<file path="src/rtl/branch_ctrl_pkg.sv">
// branch_ctrl_pkg: shared opcodes, FSM encoding and defaults for the decode-stage branch controller
package branch_ctrl_pkg;
    localparam int DEF_PC_WIDTH = 8;
    localparam int DEF_FLUSH_CYCLES = 2;
    localparam int CNT_W = 3;
    localparam logic [3:0] OP_BZ = 4'h8;
    localparam logic [3:0] OP_BNZ = 4'h9;
    localparam logic [3:0] OP_JMP = 4'hA;
    typedef enum logic [1:0] {RUN = 2'd0, REDIRECT = 2'd1, FLUSH = 2'd2} state_t;
    function automatic logic [5:0] imm_of(input logic [15:0] instr);
        return instr[5:0];
    endfunction
endpackage

</file>
<file path="src/rtl/branch_ctrl_if.sv">
// branch_ctrl_if: ID-stage inputs and fetch-control outputs of the branch controller
interface branch_ctrl_if;
    logic        id_valid;
    logic [15:0] id_instruction;
    logic [15:0] rs_data;
    logic        hazard_stall;
    logic        instruction_fetch_en;
    logic        branch_taken;
    logic [5:0]  branch_offset_imm;
    logic        if_id_flush;
    logic [15:0] taken_count;
    modport master (
        output id_valid, id_instruction, rs_data, hazard_stall,
        input  instruction_fetch_en, branch_taken, branch_offset_imm, if_id_flush, taken_count
    );
    modport slave (
        input  id_valid, id_instruction, rs_data, hazard_stall,
        output instruction_fetch_en, branch_taken, branch_offset_imm, if_id_flush, taken_count
    );
endinterface

</file>
<file path="src/rtl/branch_ctrl_cond.sv">
// branch_cond: decodes opcode and rs value into is_branch and branch condition
module branch_cond
    import branch_ctrl_pkg::*;
(
    input  logic [3:0]  opcode,
    input  logic [15:0] rs_data,
    output logic        is_branch,
    output logic        cond
);
    logic zero;
    always_comb begin
        zero = rs_data == 16'h0;
        is_branch = opcode == OP_BZ || opcode == OP_BNZ || opcode == OP_JMP;
        cond = opcode == OP_BZ ? zero : opcode == OP_BNZ ? !zero : opcode == OP_JMP;
    end
endmodule

</file>
<file path="src/rtl/branch_ctrl.sv">
// branch_ctrl: resolves branches in ID, redirects fetch and flushes the wrong-path IF/ID slots
module branch_ctrl
    import branch_ctrl_pkg::*;
#(
    parameter int PC_WIDTH = DEF_PC_WIDTH,
    parameter int FLUSH_CYCLES = DEF_FLUSH_CYCLES
) (
    input logic clk,
    input logic rst,
    branch_ctrl_if.slave bus
);
    if (FLUSH_CYCLES < 1 || FLUSH_CYCLES > 7 || PC_WIDTH < 6) begin : g_bad_param
        $error("branch_ctrl: FLUSH_CYCLES must be 1..7 and PC_WIDTH at least 6");
    end
    state_t state_q, state_d;
    logic [CNT_W-1:0] cnt_q, cnt_d;
    logic branch_taken_q, branch_taken_d;
    logic [5:0] offset_q, offset_d;
    logic flush_q, flush_d;
    logic [15:0] count_q, count_d;
    logic started_q, started_d;
    logic is_branch, cond, take;
    logic unused_rs_field;
    assign unused_rs_field = ^bus.id_instruction[11:6];
    branch_cond u_cond (
        .opcode    (bus.id_instruction[15:12]),
        .rs_data   (bus.rs_data),
        .is_branch (is_branch),
        .cond      (cond)
    );
    // Stall and ID contents only matter in RUN; the redirect shadow ignores them.
    always_comb begin
        take = state_q == RUN && bus.id_valid && is_branch && cond && !bus.hazard_stall;
        state_d = take ? REDIRECT :
                  state_q == REDIRECT ? FLUSH :
                  (state_q == FLUSH && cnt_q != '0) ? FLUSH : RUN;
        cnt_d = state_q == REDIRECT ? CNT_W'(FLUSH_CYCLES - 1) :
                state_q == FLUSH ? cnt_q - 1'b1 : cnt_q;
        branch_taken_d = take;
        offset_d = take ? imm_of(bus.id_instruction) : offset_q;
        flush_d = state_d != RUN;
        count_d = count_q + 16'(take);
        started_d = 1'b1;
    end
    always_ff @(posedge clk) begin
        if (rst) begin
            state_q <= RUN;
            cnt_q <= '0;
            branch_taken_q <= 1'b0;
            offset_q <= '0;
            flush_q <= 1'b0;
            count_q <= '0;
            started_q <= 1'b0;
        end else begin
            state_q <= state_d;
            cnt_q <= cnt_d;
            branch_taken_q <= branch_taken_d;
            offset_q <= offset_d;
            flush_q <= flush_d;
            count_q <= count_d;
            started_q <= started_d;
        end
    end
    assign bus.instruction_fetch_en = !rst && started_q && (state_q != RUN || !bus.hazard_stall);
    assign bus.branch_taken = branch_taken_q;
    assign bus.branch_offset_imm = offset_q;
    assign bus.if_id_flush = flush_q;
    assign bus.taken_count = count_q;
endmodule

</file>
<file path="src/flat_wrapper.sv">
// flat-port wrapper written by rule: the top's interface ports become plain ports
module branch_ctrl_flat import branch_ctrl_pkg::*;
#(
    parameter int PC_WIDTH = DEF_PC_WIDTH,
    parameter int FLUSH_CYCLES = DEF_FLUSH_CYCLES
)
  (clk, rst, bus_id_valid, bus_id_instruction, bus_rs_data, bus_hazard_stall, bus_instruction_fetch_en, bus_branch_taken, bus_branch_offset_imm, bus_if_id_flush, bus_taken_count);
  branch_ctrl_if bus_i ();
  input logic clk;
  input logic rst;
  input wire logic [$bits(bus_i.id_valid)-1:0] bus_id_valid;
  input wire logic [$bits(bus_i.id_instruction)-1:0] bus_id_instruction;
  input wire logic [$bits(bus_i.rs_data)-1:0] bus_rs_data;
  input wire logic [$bits(bus_i.hazard_stall)-1:0] bus_hazard_stall;
  output wire logic [$bits(bus_i.instruction_fetch_en)-1:0] bus_instruction_fetch_en;
  output wire logic [$bits(bus_i.branch_taken)-1:0] bus_branch_taken;
  output wire logic [$bits(bus_i.branch_offset_imm)-1:0] bus_branch_offset_imm;
  output wire logic [$bits(bus_i.if_id_flush)-1:0] bus_if_id_flush;
  output wire logic [$bits(bus_i.taken_count)-1:0] bus_taken_count;
  assign bus_i.id_valid = bus_id_valid;
  assign bus_i.id_instruction = bus_id_instruction;
  assign bus_i.rs_data = bus_rs_data;
  assign bus_i.hazard_stall = bus_hazard_stall;
  assign bus_instruction_fetch_en = bus_i.instruction_fetch_en;
  assign bus_branch_taken = bus_i.branch_taken;
  assign bus_branch_offset_imm = bus_i.branch_offset_imm;
  assign bus_if_id_flush = bus_i.if_id_flush;
  assign bus_taken_count = bus_i.taken_count;
  branch_ctrl #(.PC_WIDTH(PC_WIDTH), .FLUSH_CYCLES(FLUSH_CYCLES)) u_core (.clk(clk), .rst(rst), .bus(bus_i));
endmodule
</file>
<file path="config.mk">
export PLATFORM = sky130hd
export DESIGN_NAME = branch_ctrl_flat
export DESIGN_NICKNAME = d
export VERILOG_FILES = /design/src/rtl/branch_ctrl_pkg.sv /design/src/rtl/branch_ctrl_if.sv /design/src/rtl/branch_ctrl_cond.sv /design/src/rtl/branch_ctrl.sv /design/src/flat_wrapper.sv
export SDC_FILE = /design/constraint.sdc
export NUM_CORES = 1
export LEC_CHECK = 0
export ABC_CLOCK_PERIOD_IN_PS = 2800
export CORE_ASPECT_RATIO = 0.9
export CORE_MARGIN = 8
export CORE_UTILIZATION = 40
export DETAILED_ROUTE_END_ITERATION = 8
export PLACE_DENSITY = 0.78
export RECOVER_POWER = 100
export SLEW_MARGIN = 30
export SYNTH_ARGS = -nofsm -noshare
export SYNTH_HDL_FRONTEND = slang
export SYNTH_SLANG_ARGS = --single-unit
export TNS_END_PERCENT = 100
</file>
<file path="constraint.sdc">
create_clock -name clk -period 2.8 [get_ports clk]
set_clock_uncertainty 0.15 [all_clocks]
set_input_delay 0.28 -clock clk [delete_from_list [all_inputs] [get_ports clk]]
set_output_delay 0.28 -clock clk [all_outputs]
set_load 0.05 [all_outputs]
</file>
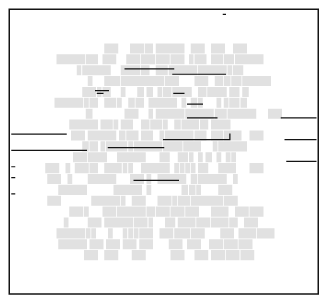
(images/met3.png)
Scale: 4 px per um.
share of all routed wire: 4.0%
wire length on this layer: 144 um
nets with wire on the layer: 14
main direction: horizontal
met3 routing resource usage after global routing: 4.43%
total routed wirelength: 3570 um

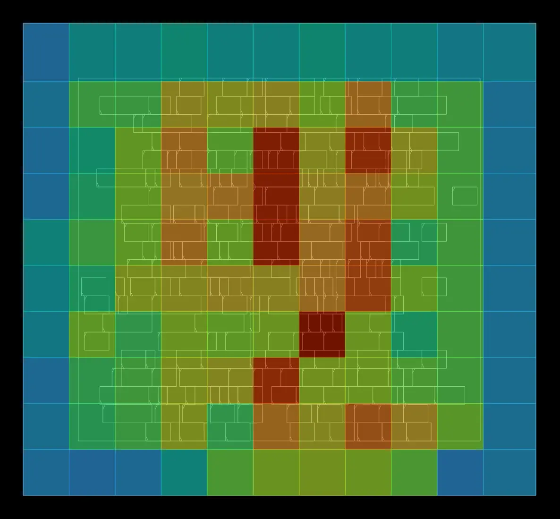
(images/final_congestion.png)
Final Core Density: 63.1%
met2 capacity usage during global routing: 25.4%
detail-routed net length per standard cell: 14.1 um
met1 Track Usage GR: 13.3%

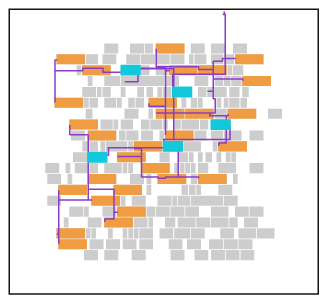
(images/clock_map.png)
Scale: 4 px per um.
legend:
  clock wires:
    color: purple
    length: 367 um
  flip-flops:
    color: orange
    count: 29
  cells driving clock nets:
    color: cyan
    count: 5
routed clock nets: 6
clock-net power: 0.453 mW
relative contribution of the clock network to total power: 47.6%

==> deck_impl_summary.md <==
Implementation Results

Synth
  • Main flop type: sky130_fd_sc_hd__dfxtp_1
  • Gate count after technology mapping: 145
  • Biggest area cells: sky130_fd_sc_hd__dfxtp_1 43%, sky130_fd_sc_hd__ha_1 6.6%, sky130_fd_sc_hd__nand2_1 5.3%
  • Xor/xnor share: 7.22%
  • Area share of the leading cell type in the synthesized netlist: around 43%
  • FA/HA/MAJ Cells, Area Fraction: approximately 6.6%
  • Synthesized area divided by synthesized cell count: 9.21 sq um
  • Fraction of the mapped netlist area in simple logic gates: between 20% and 30%
  • Yosys synthesis chip area: 0.00134 sq mm
  • Cell count in the Yosys report: 145

Run status
  • Outcome: complete, no violations

Place
  • Post-DP HPWL: 2820 um
  • Final estimated routing congestion in global placement: around 0.8
  • Number of buffers inserted by port buffering: 54
  • Cell area after placement: 0.00198 sq mm

Layout
  • Cell type taking the most area: multi-input combinational cells
  • Layout clock buffer count: 6
  • Logic gate fraction of the total cell area: about 34%
  • Multi-input gates: 103
  • Data buffer area share: ~27%
  • Inserted Diodes: 0
  • Most frequent cells in the layout: 29 x sky130_fd_sc_hd__dfxtp_1, 28 x sky130_fd_sc_hd__clkdlybuf4s50_1, 25 x sky130_fd_sc_hd__dlygate4sd3_1
  • Filler cell count in the final layout: 278
  • Final instance area: about 0.0021 sq mm
  • Logic area: 706 sq um
  • Share of layout cells above drive strength 1: 9.52%
  • Flop count: 29
  • Non-clock buffer count in the final layout: 60

Drt
  • Detailed-route wire length on metal 1: 1400 um
  • Initial DRT Pass Iterations: 4
  • Number of remaining DRC errors: 0
  • Total length of routed met3 wires: 144 um
  • Tally of nets with antenna violations remaining after routing: 0
  • Avg Vias per Cell: 4.89
  • Highest routing layer actually used: met4

Pwr
  • Overall power: 0.953 mW
  • Fraction of power consumed by combinational cells: 8.6%
  • Sw Pwr: 0.200 mW
  • Power group with the highest consumption: clock
  • Cell-internal power: roughly 0.75 mW
  • Switching power as a share of total power: 21.0%
  • Seq pwr share: 43.8%

Clocking
  • CTS buffer count: 5
  • Skew-Pair Late Insertion Delay: ~0.28 ns
  • Maximum clock path buffer count: 2
  • Clk sinks: 29
  • Clock root buffer master: sky130_fd_sc_hd__clkbuf_8
  • H-tree levels: 2
  • CTS clock-pin slew for the worst setup and hold paths: 0.07 ns

Timing
  • Tightest hold margin: around 0.31 ns
  • Worst-Margin Slew: 0.627 ns
  • Max Slew Vio Count: 0
  • Worst slew margin relative to its limit: 58.4%
  • Final Hold Violation Tally: 0
  • Unrepaired setup endpoints after global routing: false
  • Least setup slack across all paths after layout: 0.144 ns
  • Fmax achieved: 376 MHz
  • Post-route fraction of the period consumed by the critical path: 94.9%
  • # setup viols final: 0

Die
  • Total number of placement rows: 20
  • Chip Footprint: between 0.005 and 0.006 sq mm
  • Die Y: between 70 and 80 um
  • Area of the core region: 0.00328 sq mm
  • Num ports: 61

Worst setup path
  • Maximum cell stage delay along the critical path: 0.48 ns
  • CP Max Fanout: 3
  • Worst Setup Path Type: in2reg
  • CP Data Arrival Time: 2.73 ns
  • Slowest-stage cell, CP: sky130_fd_sc_hd__or4_1
  • Buffering stage count on the worst path with inverters included: 2
  • Worst setup SP type: input pin

Global routing
  • Grt peak-use layer: met2
  • Largest net degree at the start of global routing: 23
  • Number of antenna violations at the first check in global routing: 0
  • Number of global-route vias before repair: 1313
  • Overflow left after global routing: 0

Worst hold path
  • Hold/Removal Path Class: reg2reg

Job
  • Count of tool warnings: 34
  • Maxcap violations: 0
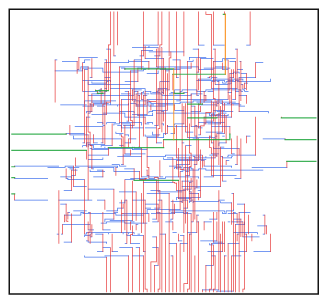
(images/metal_stack.png)
Scale: 4 px per um.
legend:
  met2:
    color: red
    wire_length: 2000 um
  met3:
    color: green
    wire_length: 144 um
  met4:
    color: orange
    wire_length: 32.6 um
  met1:
    color: blue
    wire_length: 1400 um
via count: 1242
aggregate global-route resource usage: 13.3%

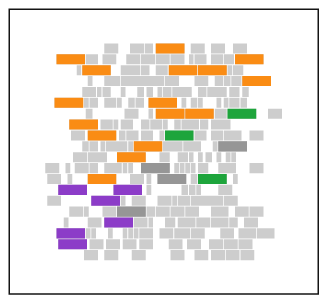
(images/registers.png)
Scale: 4 px per um. Other sequential cells in the stronger gray, the rest of the logic in the fainter gray.
legend:
  u_core.cnt_q:
    color: green
    sequential_cells: 3
  u_core.bus.branch_offset_imm:
    color: purple
    sequential_cells: 6
  u_core.bus.taken_count:
    color: orange
    sequential_cells: 16
power dissipated in sequential cells: 0.418 mW
sequential portion of the cell area: 28.1%
total area of sequential cells: 581 sq um

flip-flops by register name, indices dropped and copies added, names as in the netlist:
signal / flops
u_core.bus.taken_count: 16
u_core.bus.branch_offset_imm: 6
u_core.cnt_q: 3
u_core.state_q: 2
u_core.bus.if_id_flush: 1
u_core.started_q: 1
worst paths after layout:
check | startpoint | endpoint | slack (ns) | cells after the start
worst max-delay path | bus_rs_data[9] | u_core.bus.taken_count[12] | 0.14 | 11
worst min register to register | u_core.bus.branch_offset_imm[0] | u_core.bus.branch_offset_imm[0] | 0.31 | 2
worst min-delay path | u_core.bus.branch_offset_imm[0] | u_core.bus.branch_offset_imm[0] | 0.31 | 2
worst max register to register | u_core.state_q[0] | u_core.bus.taken_count[12] | 0.20 | 12
Power and IR drop assume default switching activity.
